### config.mk
export PLATFORM = sky130hd
export DESIGN_NAME = wb_stage
export DESIGN_NICKNAME = d
export VERILOG_FILES = /design/src/rtl/wb_stage.sv
export SDC_FILE = /design/constraint.sdc
export NUM_CORES = 1
export LEC_CHECK = 0
export CELL_PAD_IN_SITES_DETAIL_PLACEMENT = 1
export CELL_PAD_IN_SITES_GLOBAL_PLACEMENT = 2
export CORE_MARGIN = 3
export CORE_UTILIZATION = 29
export DETAILED_ROUTE_END_ITERATION = 12
export PLACE_DENSITY = 0.95
export REMOVE_ABC_BUFFERS = 1
export SLEW_MARGIN = 20
export SYNTH_ARGS = -nofsm -noshare
export SYNTH_HDL_FRONTEND = slang
export SYNTH_SLANG_ARGS = --single-unit
### constraint.sdc
create_clock -name clk -period 3.6 [get_ports clk]
set_input_delay 0.36 -clock clk [delete_from_list [all_inputs] [get_ports clk]]
set_output_delay 0.36 -clock clk [all_outputs]
set_load 0.01 [all_outputs]
### src/rtl/wb_stage.sv
// wb_stage: write-back stage holding one retiring instruction between MEM and the register file.
// Optional macro WB_PERF_EN adds retire_cnt/stall_cnt performance counters.
module wb_stage #(
  parameter int XLEN     = 32,
  parameter int RA_W     = 5,
  parameter int ZERO_REG = 31,
  parameter int CNT_W    = 32
) (
  input  logic            clk,
  input  logic            rst_n,
  input  logic            in_valid,
  output logic            in_ready,
  input  logic [XLEN-1:0] in_pc,
  input  logic [XLEN-1:0] in_y,
  input  logic [RA_W-1:0] in_rc,
  input  logic            in_we,
  input  logic [1:0]      in_wd_sel,
  input  logic            flush,
  input  logic            mem_rd_valid,
  input  logic [XLEN-1:0] mem_rd,
  output logic            rf_we,
  output logic [RA_W-1:0] rf_wa,
  output logic [XLEN-1:0] rf_wd,
  output logic            byp_valid,
  output logic            byp_pending,
  output logic [RA_W-1:0] byp_wa,
  output logic [XLEN-1:0] byp_wd
`ifdef WB_PERF_EN
  ,
  output logic [CNT_W-1:0] retire_cnt,
  output logic [CNT_W-1:0] stall_cnt
`endif
);

  typedef enum logic [1:0] {
    S_EMPTY    = 2'd0,
    S_READY    = 2'd1,
    S_WAIT_MEM = 2'd2
  } state_t;

  localparam logic [RA_W-1:0] ZERO_RC = RA_W'(ZERO_REG);

  state_t          state_q, state_d;
  logic [XLEN-1:0] pc_q, pc_d, y_q, y_d;
  logic [RA_W-1:0] rc_q, rc_d;
  logic            we_q, we_d;
  logic [1:0]      sel_q, sel_d;

  logic            commit, accept, wr_ok, wr_fire;
  logic [XLEN-1:0] wd_mux;

  always_comb begin
    commit   = (state_q == S_READY) || ((state_q == S_WAIT_MEM) && mem_rd_valid);
    // in_ready is held low while rst_n is asserted even though state is already EMPTY.
    in_ready = rst_n && !flush && ((state_q == S_EMPTY) || commit);
    accept   = in_valid && in_ready;
    wr_ok    = we_q && (rc_q != ZERO_RC) && (sel_q != 2'd3);
    wr_fire  = commit && wr_ok && !flush;

    case (sel_q)
      2'd0:    wd_mux = pc_q;
      2'd1:    wd_mux = y_q;
      2'd2:    wd_mux = mem_rd;
      default: wd_mux = '0;
    endcase

    rf_we       = wr_fire;
    rf_wa       = wr_fire ? rc_q : '0;
    rf_wd       = wr_fire ? wd_mux : '0;
    byp_valid   = wr_fire;
    byp_wd      = rf_wd;
    byp_wa      = (state_q != S_EMPTY) ? rc_q : '0;
    byp_pending = (state_q == S_WAIT_MEM) && !mem_rd_valid && we_q &&
                  (rc_q != ZERO_RC) && !flush;
  end

  always_comb begin
    state_d = state_q;
    pc_d    = pc_q;
    y_d     = y_q;
    rc_d    = rc_q;
    we_d    = we_q;
    sel_d   = sel_q;
    if (flush) begin
      state_d = S_EMPTY;
    end else if (accept) begin
      state_d = (in_wd_sel == 2'd2) ? S_WAIT_MEM : S_READY;
      pc_d    = in_pc;
      y_d     = in_y;
      rc_d    = in_rc;
      we_d    = in_we;
      sel_d   = in_wd_sel;
    end else if (commit) begin
      state_d = S_EMPTY;
    end
  end

  always_ff @(posedge clk or negedge rst_n) begin
    if (!rst_n) begin
      state_q <= S_EMPTY;
      pc_q    <= '0;
      y_q     <= '0;
      rc_q    <= '0;
      we_q    <= 1'b0;
      sel_q   <= '0;
    end else begin
      state_q <= state_d;
      pc_q    <= pc_d;
      y_q     <= y_d;
      rc_q    <= rc_d;
      we_q    <= we_d;
      sel_q   <= sel_d;
    end
  end

`ifdef WB_PERF_EN
  logic [CNT_W-1:0] retire_cnt_q, retire_cnt_d, stall_cnt_q, stall_cnt_d;

  always_comb begin
    retire_cnt_d = retire_cnt_q + CNT_W'(commit && !flush);
    stall_cnt_d  = stall_cnt_q + CNT_W'((state_q == S_WAIT_MEM) && !mem_rd_valid);
  end

  always_ff @(posedge clk or negedge rst_n) begin
    if (!rst_n) begin
      retire_cnt_q <= '0;
      stall_cnt_q  <= '0;
    end else begin
      retire_cnt_q <= retire_cnt_d;
      stall_cnt_q  <= stall_cnt_d;
    end
  end

  assign retire_cnt = retire_cnt_q;
  assign stall_cnt  = stall_cnt_q;
`else
  // CNT_W stays in the parameter list so both builds share one interface.
  if (CNT_W < 1) begin : g_cnt_w_unused
  end
`endif

endmodule

==> GITHUB_STEP_SUMMARY <==
### Flow metrics

| Metric | Value |
|---|---|
| Outcome | `complete, no violations` |
| Simple Share, Synth | `0.07666` |
| Fp util | `0.2987` |
| Dominant comb cell | `multiplexers` |
| I/O Pins | `187` |
| Post-Syn Area | `4390 um2` |
| Final WL | `12840 um` |
| Clock buffer count from CTS | `9` |
| Minimum clock period | `3.257 ns` |
| Global route overflow | `0` |
| Min-Delay Path Class | `flop to flop` |
| Final Hold Violating Endpoints | `0` |
| Worst IR Drop VDD | `174.5 uV` |
| First-pass GRT wire length | `20350 um` |
| Post-synthesis register bit count | `74` |
| CTS H-tree depth | `3` |
| Top layer in use | `met4` |
| Static Leak | `2.610 nW` |
| Yosys chip area | `4390 um2` |
| WL per Instance | `19.13 um` |
| Max stage delay on crit path | `0.67 ns` |
| DR pass1 iterations | `4` |
| DIE AREA | `16650 um2` |
| CP max-delay cell | `a211o_2` |
| CTS tree | `yes` |
| Area leader, netlist | `dfrtp_1` |
| Crit Path Class | `flop to output pin` |
| Ant diodes | `0` |
| CTS sink count | `74` |
| FP Rows | `44` |
| Max Cap Violations | `0` |
| Origin of the worst setup path | `sel_q[0]$_DFFE_PN0P_` |
| Register share after synthesis | `0.4218` |
| Tot GR Track Use | `0.1567` |
| Yosys warning count | `0` |
| Post-synth EDFFs | `0` |
| Routed wl met3 | `638 um` |
| Total Power | `2.890 mW` |
| Pre-CTS setup slack | `0.4914 ns` |
| Final Cell Area | `6421 um2` |
| CTS Hold Bufs | `1` |
| Met1 GRT Util | `0.1792` |
| Worst path bufs/invs | `1` |
| Unrepaired setup endpoints after global routing | `false` |
| Hold EP | `y_q[23]$_DFFE_PN0P_` |
| Biggest regs | `pc_q (32), y_q (32), rc_q (5)` |
| Post-Place Cell Area | `6092 um2` |
| Post-route met1 wirelength | `5097 um` |
| Cell total in the yosys stat output | `336` |
| Total Nets Final | `591` |
| Met2 Wirelength | `6904 um` |
| Vias per inst | `4.754` |
| Most Used Layer, Global Route | `met2` |
| Placed insts | `654` |
| Port Buffers | `186` |
| CP Capture Type | `output pin` |
| Fin cells | `671` |
| Critical Path RT | `3.24 ns` |
| Final Util | `0.4368` |
| Comb pwr share | `0.283` |
| Area leader share | `0.4218` |
| Max power group | `sequential cells` |
| DR iter-0 viols | `78` |
| Global Route met3 Usage | `0.03833` |
| Tool warning count | `25` |
| Worst Tran Pin Value | `0.9313 ns` |
| Vias in the first global route | `3795` |
| Sequential power share | `0.384` |
| Clock slew at reported path FFs | `0.05 ns` |
| Post-DP HPWL | `9456 um` |
| Sum Neg Setup Slack | `0 ns` |
| Cell count after synthesis | `336` |
| Synth Area in XOR/XNOR | `0` |
| Seq. pwr | `1.11 mW` |
| Setup violators final | `0` |
| Worst rel slew slack | `0.3791` |
| Worst r2r src | `state_q[0]$_DFFE_PN0P_` |
| CTS Root Cell | `clkbuf_16` |
| Fillers | `1542` |
==> cell type report <==
cell class / count / area [um2] / share of cell area
timing repair buffer: 195 / 1942 / 0.3024
tap: 184 / 230.2 / 0.03585
sequential: 74 / 1853 / 0.2886
clock buffer: 10 / 239.0 / 0.03722
clock inverter: 6 / 80.08 / 0.01247
inverter: 7 / 26.28 / 0.004092
multi-input combinational: 195 / 2051 / 0.3194
==> layout by cell type (no fill, tap or decap), types with 7 or more instances in the layout <==
cell type	instances
nor3_1	23
buf_4	8
a2bb2oi_1	18
dfrtp_1	73
nor2_1	7
clkdlybuf4s50_1	185
mux2i_1	32
mux2_4	50
mux2_1	8
clkbuf_16	9
inv_1	7
mux2_2	28
nor3_2	14
Supply network:
Scale: 3 px per um. Pins as bars on the die edge.
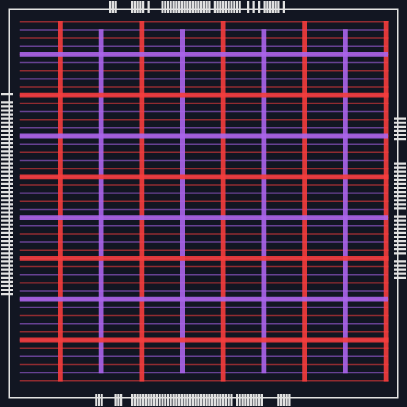
legend:
  purple:
    net: VDD
  red:
    net: VSS
met5 straps: 8
rows: 44

Cell area per tile:
Scale: 3 px per um. The die is cut into 13 by 13 equal tiles; black is low, pale yellow is high, 0 to 100% covered.
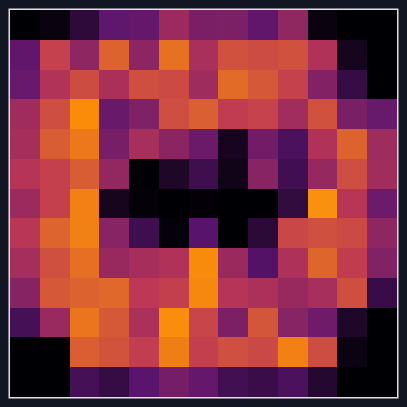
mean over tiles: 37%
fullest tile: 76%
emptiest ninth of the die: middle
nearly empty tiles: 12%
tiles over 75% full: 1.2%

Where the registers sit:
Scale: 3 px per um. Other sequential cells in the stronger gray, the rest of the logic in the fainter gray.
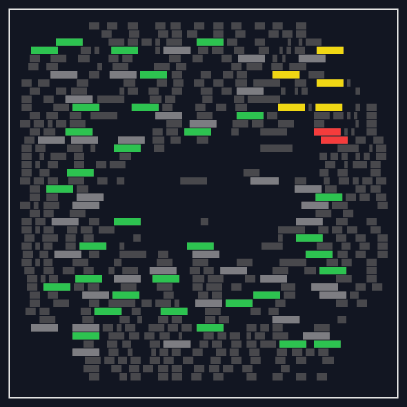
legend:
  yellow:
    signal: rc_q
    placed_flops: 5
    where: top right
  green:
    signal: y_q
    placed_flops: 32
    where: widely spread
  red:
    signal: state_q
    placed_flops: 2
not colored: 35

Power is estimated from default activity; no workload was simulated.
